**config.mk**
```make
export PLATFORM = sky130hd
export DESIGN_NAME = hr_dpwm_multiphase
export DESIGN_NICKNAME = d
export VERILOG_FILES = /design/src/rtl/hr_dpwm_multiphase.sv
export SDC_FILE = /design/constraint.sdc
export NUM_CORES = 1
export LEC_CHECK = 0
export ABC_AREA = 1
export CELL_PAD_IN_SITES_DETAIL_PLACEMENT = 0
export CELL_PAD_IN_SITES_GLOBAL_PLACEMENT = 1
export CORE_MARGIN = 5
export CORE_UTILIZATION = 46
export CTS_BUF_LIST = sky130_fd_sc_hd__clkbuf_8
export CTS_CLUSTER_DIAMETER = 40
export DETAILED_ROUTE_END_ITERATION = 12
export PLACE_DENSITY_LB_ADDON = 0.1
export SYNTH_ARGS = -nofsm -noshare
export SYNTH_HDL_FRONTEND = slang
export SYNTH_SLANG_ARGS = --single-unit
```
**constraint.sdc**
```tcl
create_clock -name clk -period 9.16 [get_ports clk]
set_input_delay 0.916 -clock clk [delete_from_list [all_inputs] [get_ports clk]]
set_output_delay 0.916 -clock clk [all_outputs]
set_load 0.02 [all_outputs]
```
**src/rtl/hr_dpwm_multiphase.sv**
```systemverilog
// Multi-channel phase-shifted high-resolution DPWM with dead-time and double-buffered config.
// Outputs registered, 1 clk latency; config accepted via valid/ready, applied only at a period wrap or while disabled.
module hr_dpwm_multiphase #(
    parameter int N_CH         = 2,
    parameter int Nde          = 64,
    parameter int DE_bits      = 6,
    parameter int Dc_length    = 13,
    parameter int Count_length = Dc_length - DE_bits,
    parameter int CW           = Count_length + 1
) (
    input  logic                      clk,
    input  logic                      rst,
    input  logic                      en,
    input  logic                      cfg_valid,
    output logic                      cfg_ready,
    input  logic [CW-1:0]             cfg_period,
    input  logic [CW-1:0]             cfg_dt,
    input  logic [N_CH*Dc_length-1:0] cfg_duty,
    input  logic [N_CH*CW-1:0]        cfg_phase,
    output logic [N_CH-1:0]           DH_DPWM,
    output logic [N_CH-1:0]           DL_DPWM,
    output logic [N_CH*DE_bits-1:0]   DH_fine,
    output logic [N_CH-1:0]           DH_ext,
    output logic                      period_start
);

    // Fine code spans one clock of the delay line.
    localparam int FB = $clog2(Nde);

    logic [CW-1:0]             act_period, act_dt, pend_period, pend_dt;
    logic [N_CH*Dc_length-1:0] act_duty, pend_duty;
    logic [N_CH*CW-1:0]        act_phase, pend_phase;
    logic                      pend_vld;
    logic [CW-1:0]             cnt;

    logic [CW-1:0] p_eff;
    logic          wrap, xfer, accept;

    assign p_eff  = (act_period < CW'(2)) ? CW'(2) : act_period;
    assign wrap   = (cnt >= p_eff - 1'b1);
    assign xfer   = !en || wrap;
    assign accept = cfg_valid && cfg_ready;

    always_ff @(posedge clk or negedge rst) begin
        if (!rst) begin
            act_period  <= '0;
            act_dt      <= '0;
            act_duty    <= '0;
            act_phase   <= '0;
            pend_period <= '0;
            pend_dt     <= '0;
            pend_duty   <= '0;
            pend_phase  <= '0;
            pend_vld    <= 1'b0;
            cfg_ready   <= 1'b0;
        end else begin
            // A config offered on the wrap cycle bypasses the pending stage.
            if (accept && xfer) begin
                act_period <= cfg_period;
                act_dt     <= cfg_dt;
                act_duty   <= cfg_duty;
                act_phase  <= cfg_phase;
            end else if (accept) begin
                pend_period <= cfg_period;
                pend_dt     <= cfg_dt;
                pend_duty   <= cfg_duty;
                pend_phase  <= cfg_phase;
            end else if (pend_vld && xfer) begin
                act_period <= pend_period;
                act_dt     <= pend_dt;
                act_duty   <= pend_duty;
                act_phase  <= pend_phase;
            end
            pend_vld  <= (accept || pend_vld) && !xfer;
            cfg_ready <= !((accept || pend_vld) && !xfer);
        end
    end

    logic [CW-1:0]      ph       [N_CH];
    logic [CW:0]        sum      [N_CH];
    logic [CW-1:0]      loc      [N_CH];
    logic [CW-1:0]      dc       [N_CH];
    logic [DE_bits-1:0] df       [N_CH];
    logic               ext      [N_CH];
    logic [CW+1:0]      hi_end   [N_CH];
    logic [CW+1:0]      dl_start [N_CH];

    logic [N_CH-1:0]         dh_n, dl_n, ext_n;
    logic [N_CH*DE_bits-1:0] fine_n;

    always_comb begin
        dh_n   = '0;
        dl_n   = '0;
        ext_n  = '0;
        fine_n = '0;
        for (int i = 0; i < N_CH; i++) begin
            ph[i] = act_phase[i*CW +: CW];
            if (ph[i] >= p_eff) ph[i] = '0;
            sum[i] = {1'b0, cnt} + {1'b0, ph[i]};
            loc[i] = (sum[i] >= {1'b0, p_eff}) ? CW'(sum[i] - {1'b0, p_eff}) : sum[i][CW-1:0];

            dc[i] = CW'(act_duty[i*Dc_length+DE_bits +: Dc_length-DE_bits]);
            if (dc[i] > p_eff) dc[i] = p_eff;
            df[i]  = DE_bits'(act_duty[i*Dc_length +: FB]);
            ext[i] = (df[i] != '0) && (dc[i] < p_eff);

            hi_end[i]   = {2'b00, dc[i]} + (CW+2)'(ext[i]);
            dl_start[i] = hi_end[i] + {2'b00, act_dt};

            // The dc > dt guard keeps a too-short pulse fully suppressed, fine extension included.
            if ((dc[i] > act_dt) && (loc[i] >= act_dt) && ({2'b00, loc[i]} < hi_end[i]))
                dh_n[i] = 1'b1;
            if (ext[i] && dh_n[i] && (loc[i] == dc[i])) begin
                ext_n[i]                    = 1'b1;
                fine_n[i*DE_bits +: DE_bits] = df[i];
            end
            if ((dl_start[i] < {2'b00, p_eff}) && ({2'b00, loc[i]} >= dl_start[i]))
                dl_n[i] = 1'b1;
        end
    end

    always_ff @(posedge clk or negedge rst) begin
        if (!rst) begin
            cnt          <= '0;
            DH_DPWM      <= '0;
            DL_DPWM      <= '0;
            DH_ext       <= '0;
            DH_fine      <= '0;
            period_start <= 1'b0;
        end else begin
            if (!en || wrap)
                cnt <= '0;
            else
                cnt <= cnt + 1'b1;
            DH_DPWM      <= en ? dh_n : '0;
            DL_DPWM      <= en ? dl_n : '0;
            DH_ext       <= en ? ext_n : '0;
            DH_fine      <= en ? fine_n : '0;
            period_start <= en && (cnt == '0);
        end
    end

endmodule

```
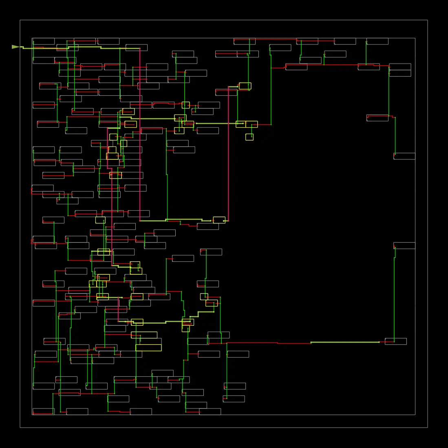
Fig. 1. Clock routing.
clk latency late pin: 0.48 ns
clkbuf count: 17
registers: 145

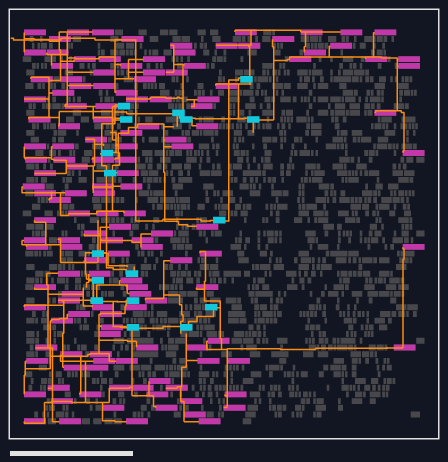
Fig. 2. Routed clock nets over the placement.
Scale bar: 50 um.
Cyan stands for cells driving clock nets, count 17. Orange stands for clock wires, length 2510 um. Magenta stands for flip-flops, count 145.
There are 18 routed clock nets.

==> summary.txt <==
status = completed
largest net degree at the start of global routing = 109
Synth cell types = 54
filler instances = 2571
metal1 wirelength = 17200 um
mux share = 0.00731
Min-Delay Path Class = in -> async
tool warnings = 29
placed cell areas = 13400 sq um
met2 global-route usage = 0.389
total placed cells including tap cells = 2001
layout overhead on the synthesized area = 12.0%
area share, top type = 0.295
worst r2r src = act_period[2]$_DFFE_PN0P_
buffer-and-inverter tally for the worst setup path = 5
GR peak layer = met2
count of plain and timing-repair buffers = 88
Top class by area = logic gates
top cells by count = 339 x nand2_1, 257 x inv_1, 181 x ha_1, 145 x dfrtp_1, 130 x o21ai_0
final antenna-violating net count = 0
I/O pin count = 82
Max Fclk = 0.122 GHz
Worst Setup Path Type = reg -> reg
non-clock inverter total of the final layout = 271
post-DP HPWL = 27200 um
hold slack = 0.466 ns
Setup WS post-layout = 0.983 ns
total global routing overflow = 0
# port buffers = 81
vias in the first global route = 10500
yosys aoi share = 0.164
drt first-iter violations = 581
# Cells Yosys = 1620
ANT cells = 0
die width = 174 um
worst reg2reg endpoint = DH_fine[6]$_DFF_PN0_
final instance area = 13800 sq um
fraction of area in multi-input gates = 0.540
CTS buffer count = 17
floorplan core area = 26200 sq um
root buffer cell = clkbuf_8
CTS tree = built
Fin. Hold Viols = 0
CP dominant cell by count = nand2_1
Mapped Area = 12300 sq um
mi-comb count = 1162
FP Util = 0.470
Post-CTS Resized = 0
==> layout by cell type (no fill, tap or decap), types with 3 or more instances in the layout <==
cell and count:
buf_4 7, o21bai_1 6, a21oi_1 83, xnor2_1 9, o2111ai_1 6, dfrtp_1 145
nand2_1 337, nor4_1 4, nor2_2 4, nand2_4 6, mux2_2 8, o21a_1 5
inv_1 257, nand3_1 60, xor2_1 29, nand4_1 25, ha_1 181, a31oi_1 3
clkdlybuf4s50_1 80, fa_1 6, or2_2 6, o21ai_1 15, nand3_2 4, o21ai_2 16
o21ai_0 130, inv_8 5, clkbuf_8 17, a21oi_2 4, inv_6 6, o211ai_1 56
inv_2 14, nand2_2 18, nor2_1 98, nand3b_1 5, nor3_1 14
==> flip-flops by register name (all words and copies together) (netlist names) <==
name	cells
act_period	8
act_duty	26
cfg_ready	1
DL_DPWM	2
period_start	1
pend_phase	16
DH_DPWM	2
DH_fine	12
DH_ext	2
pend_period	8
pend_duty	26
act_dt	8
act_phase	16
pend_dt	8
cnt	8
pend_vld	1
==> how the worst max path moves through the flow <==
stage,cells past startpoint,slack (ns),endpoint,startpoint
2_1_floorplan,41,2.60,DH_fine[10]$_DFF_PN0_,act_period[6]$_DFFE_PN0P_
3_3_place_gp,39,1.41,DH_fine[10]$_DFF_PN0_,act_period[2]$_DFFE_PN0P_
3_5_place_dp,39,1.02,DH_fine[6]$_DFF_PN0_,act_period[7]$_DFFE_PN0P_
4_1_cts,39,0.98,DH_fine[6]$_DFF_PN0_,act_period[2]$_DFFE_PN0P_
5_1_grt,41,0.39,DH_fine[10]$_DFF_PN0_,act_period[2]$_DFFE_PN0P_
6_report,39,0.98,DH_fine[6]$_DFF_PN0_,act_period[2]$_DFFE_PN0P_
